--- src/rtl/alu_exec_stage.sv ---
// Two-stage execute/writeback stage that feeds an external 32-bit ALU and writes its result to an internal register file.
// Optional macro ALU_EXEC_FORWARD_EN enables operand forwarding; when it is undefined, dependent ops stall instead.
module alu_exec_stage #(
  parameter bit REGFILE_RESET = 1'b1
) (
  input  logic        clk,
  input  logic        rst_n,
  input  logic        in_valid,
  output logic        in_ready,
  input  logic [2:0]  in_opcode,
  input  logic [4:0]  in_rs1,
  input  logic [4:0]  in_rs2,
  input  logic [4:0]  in_rd,
  input  logic [31:0] in_imm,
  input  logic        in_use_imm,
  output logic [2:0]  alu_opcode,
  output logic [31:0] alu_left,
  output logic [31:0] alu_right,
  input  logic [31:0] alu_result,
  output logic        out_valid,
  input  logic        out_ready,
  output logic [4:0]  out_rd,
  output logic [31:0] out_data
);

  logic        e_valid;
  logic [4:0]  e_rd;
  logic [31:0] rf [32];

  logic        w_free;
  logic        retire;
  logic        accept;
  logic        hazard_stall;
  logic [31:0] rs1_val;
  logic [31:0] rs2_val;

  assign w_free = !out_valid || out_ready;
  assign retire = out_valid && out_ready;

`ifdef ALU_EXEC_FORWARD_EN
  // Youngest producer wins: E (still in the ALU) ahead of W ahead of the register file.
  function automatic logic [31:0] read_src(input logic [4:0] idx, input logic [31:0] rf_val);
    if (idx == '0)                        return '0;
    else if (e_valid && e_rd == idx)      return alu_result;
    else if (out_valid && out_rd == idx)  return out_data;
    else                                  return rf_val;
  endfunction

  assign hazard_stall = 1'b0;
`else
  function automatic logic [31:0] read_src(input logic [4:0] idx, input logic [31:0] rf_val);
    return (idx == '0) ? '0 : rf_val;
  endfunction

  function automatic logic busy(input logic [4:0] idx);
    return (idx != '0) && ((e_valid && e_rd == idx) || (out_valid && out_rd == idx));
  endfunction

  assign hazard_stall = busy(in_rs1) || (!in_use_imm && busy(in_rs2));
`endif

  assign in_ready = (!e_valid || w_free) && !hazard_stall;
  assign accept   = in_valid && in_ready;

  always_comb begin
    rs1_val = read_src(in_rs1, rf[in_rs1]);
    rs2_val = read_src(in_rs2, rf[in_rs2]);
  end

  always_ff @(posedge clk or negedge rst_n) begin
    if (!rst_n) begin
      e_valid    <= 1'b0;
      e_rd       <= '0;
      alu_opcode <= '0;
      alu_left   <= '0;
      alu_right  <= '0;
      out_valid  <= 1'b0;
      out_rd     <= '0;
      out_data   <= '0;
    end else begin
      if (w_free) begin
        out_valid <= e_valid;
        if (e_valid) begin
          out_data <= alu_result;
          out_rd   <= e_rd;
        end
      end
      if (accept) begin
        e_valid    <= 1'b1;
        e_rd       <= in_rd;
        alu_opcode <= in_opcode;
        alu_left   <= rs1_val;
        alu_right  <= in_use_imm ? in_imm : rs2_val;
      end else if (e_valid && w_free) begin
        e_valid <= 1'b0;
      end
    end
  end

  generate
    if (REGFILE_RESET) begin : g_rf_rst
      always_ff @(posedge clk or negedge rst_n) begin
        if (!rst_n)
          rf <= '{default: '0};
        else if (retire && out_rd != '0)
          rf[out_rd] <= out_data;
      end
    end else begin : g_rf_norst
      // x0 is never written; reads of index 0 are forced to zero above.
      always_ff @(posedge clk) begin
        if (retire && out_rd != '0)
          rf[out_rd] <= out_data;
      end
    end
  endgenerate

endmodule

--- config.mk ---
export PLATFORM = sky130hd
export DESIGN_NAME = alu_exec_stage
export DESIGN_NICKNAME = d
export VERILOG_FILES = /design/src/rtl/alu_exec_stage.sv
export SDC_FILE = /design/constraint.sdc
export NUM_CORES = 2
export LEC_CHECK = 0
export ABC_CLOCK_PERIOD_IN_PS = 6400
export CORE_MARGIN = 4
export CORE_UTILIZATION = 30
export DETAILED_ROUTE_END_ITERATION = 10
export GPL_ROUTABILITY_DRIVEN = 0
export GPL_TIMING_DRIVEN = 0
export HOLD_SLACK_MARGIN = 0.02
export PLACE_DENSITY = 0.51
export SYNTH_ARGS = -nofsm -noshare
export SYNTH_HDL_FRONTEND = slang
export SYNTH_SLANG_ARGS = --single-unit
--- constraint.sdc ---
create_clock -name clk -period 6.4 [get_ports clk]
set_input_delay 1.28 -clock clk [delete_from_list [all_inputs] [get_ports clk]]
set_output_delay 1.28 -clock clk [all_outputs]
set_load 0.005 [all_outputs]
==> changes_impl.md <==
### Metrics

- Row count: between 150 and 200
- Root Buffer: clkbuf_16
- Post-synth EDFFs: 0
- RSZ-0062 raised after global routing: no
- Xor+xnor area frac: 0.00296
- TritonCTS Buffers: 134
- Synthesized netlist cell count: 4369
- Die height: 452 um
- Final setup viols: 0
- Total number of vias: between 40000 and 50000
- DRC viols: 0
- Max Clk Rate: 159 MHz
- Top Layer Used: met5
- Status: finished clean
- Ys cells: 4369
- Synth Seq Share: 0.481
- Die area: 204000 sq um
- Max_cap viols: 0
- Total negative slack: 0 ns
- Vias in the first global route: 42800
- Final nets: between 4000 and 5000
- Mux frac, synth: 0.382
- Simple Share, Synth: 0.0489
- Wirelength, routed: 244000 um
- Floorplan net count: 4456
- Area growth syn-to-layout: 16.7%
- Post-synth ARST share: 1.00
- Clock latency on the worst-skew pair: 0.81 ns
- WP buf/inv: 5
- Area leader, netlist: dfrtp_1
- Gr busiest metal: met2
- Hold Path Class: in2async
- Core ar.: 195000 sq um
- Cell Type Count: 51
- Mapped Area: between 50000 and 60000 sq um
- Setup Buffers After CTS: 0
- Crit path launch type: primary input
- Crit path DAT: 5.03 ns
- Dpl cells: 7188
- Pleak: 30.6 nW
- Met1 Use GR: 0.301
- Hold_buf cts: 0
- Met2 routed WL: 109000 um
## power breakdown
group,switching (W),internal (W),total [W]
Clock,0.00325,0.00465,0.00790
Sequential,0.00241,0.00992,0.0123
Combinational,0.00444,0.00485,0.00930
## through the flow
step,hold slack (ns),instance area (sq um),total power [W],utilization
after global placement,0.437,64200,0.0214,0.329
after CTS,0.397,69000,0.0296,0.353
after floorplan,0.425,59100,0.0175,-
final,0.397,69000,0.0295,0.353
after detailed placement,0.444,64500,0.0216,0.330
after global routing,0.413,69000,0.0309,0.353
## worst register-to-register path, stage by stage (launching register included)
cell      delay, ns
dfrtp_1        0.46
clkbuf_1       0.48
nand2_1        0.37
nor2_1         0.71
clkbuf_1       1.10
mux2_2         0.44
## final timing paths
| check | from | slack [ns] | depth (start not counted) | endpoint |
|---|---|---|---|---|
| setup / recovery | in_rs1[4] | 0.09 | 10 | in_ready |
| hold / removal | rst_n | 0.40 | 1 | rf[996] |
| setup reg to reg | out_rd[0] | 2.72 | 5 | rf[795] |
| hold reg to reg | rf[1005] | 0.45 | 1 | rf[1005] |
| max in group asynchronous | rst_n | 2.81 | 5 | rf[695] |
| min in group clk | rf[1005] | 0.45 | 1 | rf[1005] |
## layout make-up
class                      instances  area (sq um)
antenna                            6          15.0
buffer                           482          2130
clock buffer                     189          3930
clock inverter                    43           536
fill                           19300        126000
multi-input combinational       2752         28600
sequential                      1135         28400
tap                             2624          3280
timing repair buffer             195          2110
## flip-flops by register name, summed over array words and instances (netlist names)
signal,count
e_rd,5
alu_right,32
alu_left,32
rf,1024
out_rd,5
out_data,32
out_valid,1
e_valid,1
alu_opcode,3
Fig. 1: the metal 2 layer
Drawn at 1 px/um.
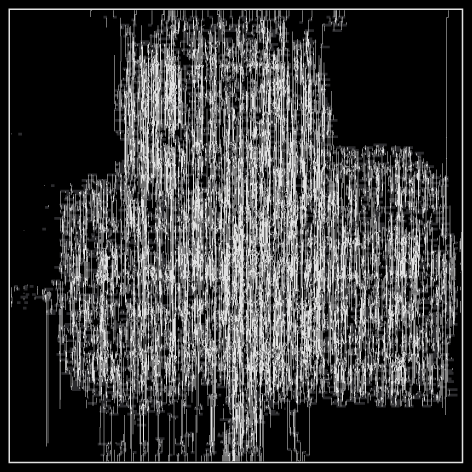
The longest straight run is 158 um. The layer holds 45% of the routed length. The layer carries 109 mm of wire.

Fig. 2: metal 3
Drawn at 1 px/um.
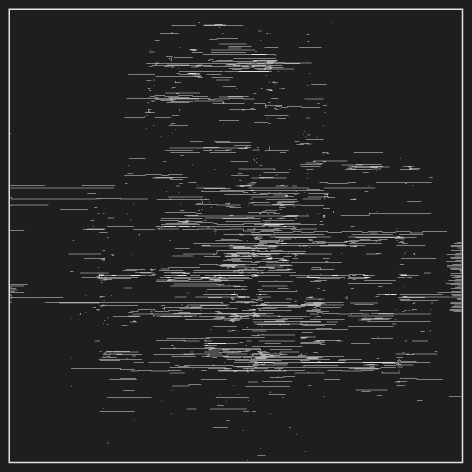
The wires run mostly horizontal. The layer holds 7.6% of the routed length.

Fig. 3: congestion heat map
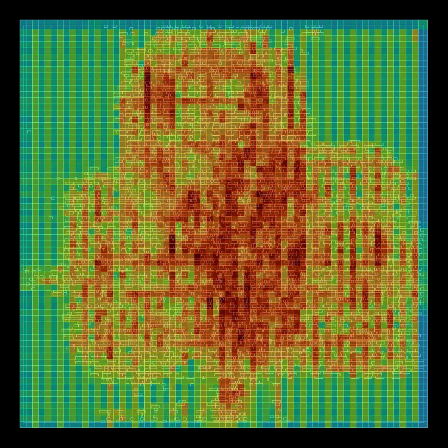
GRT Util Overall: 0.234
Global Route met2 Usage: 0.360
routed len/inst: 32.9 um
final core utilization: 0.353
grt met3 use: 0.0508

No activity file was given, so power comes from the tool's default toggle rates.
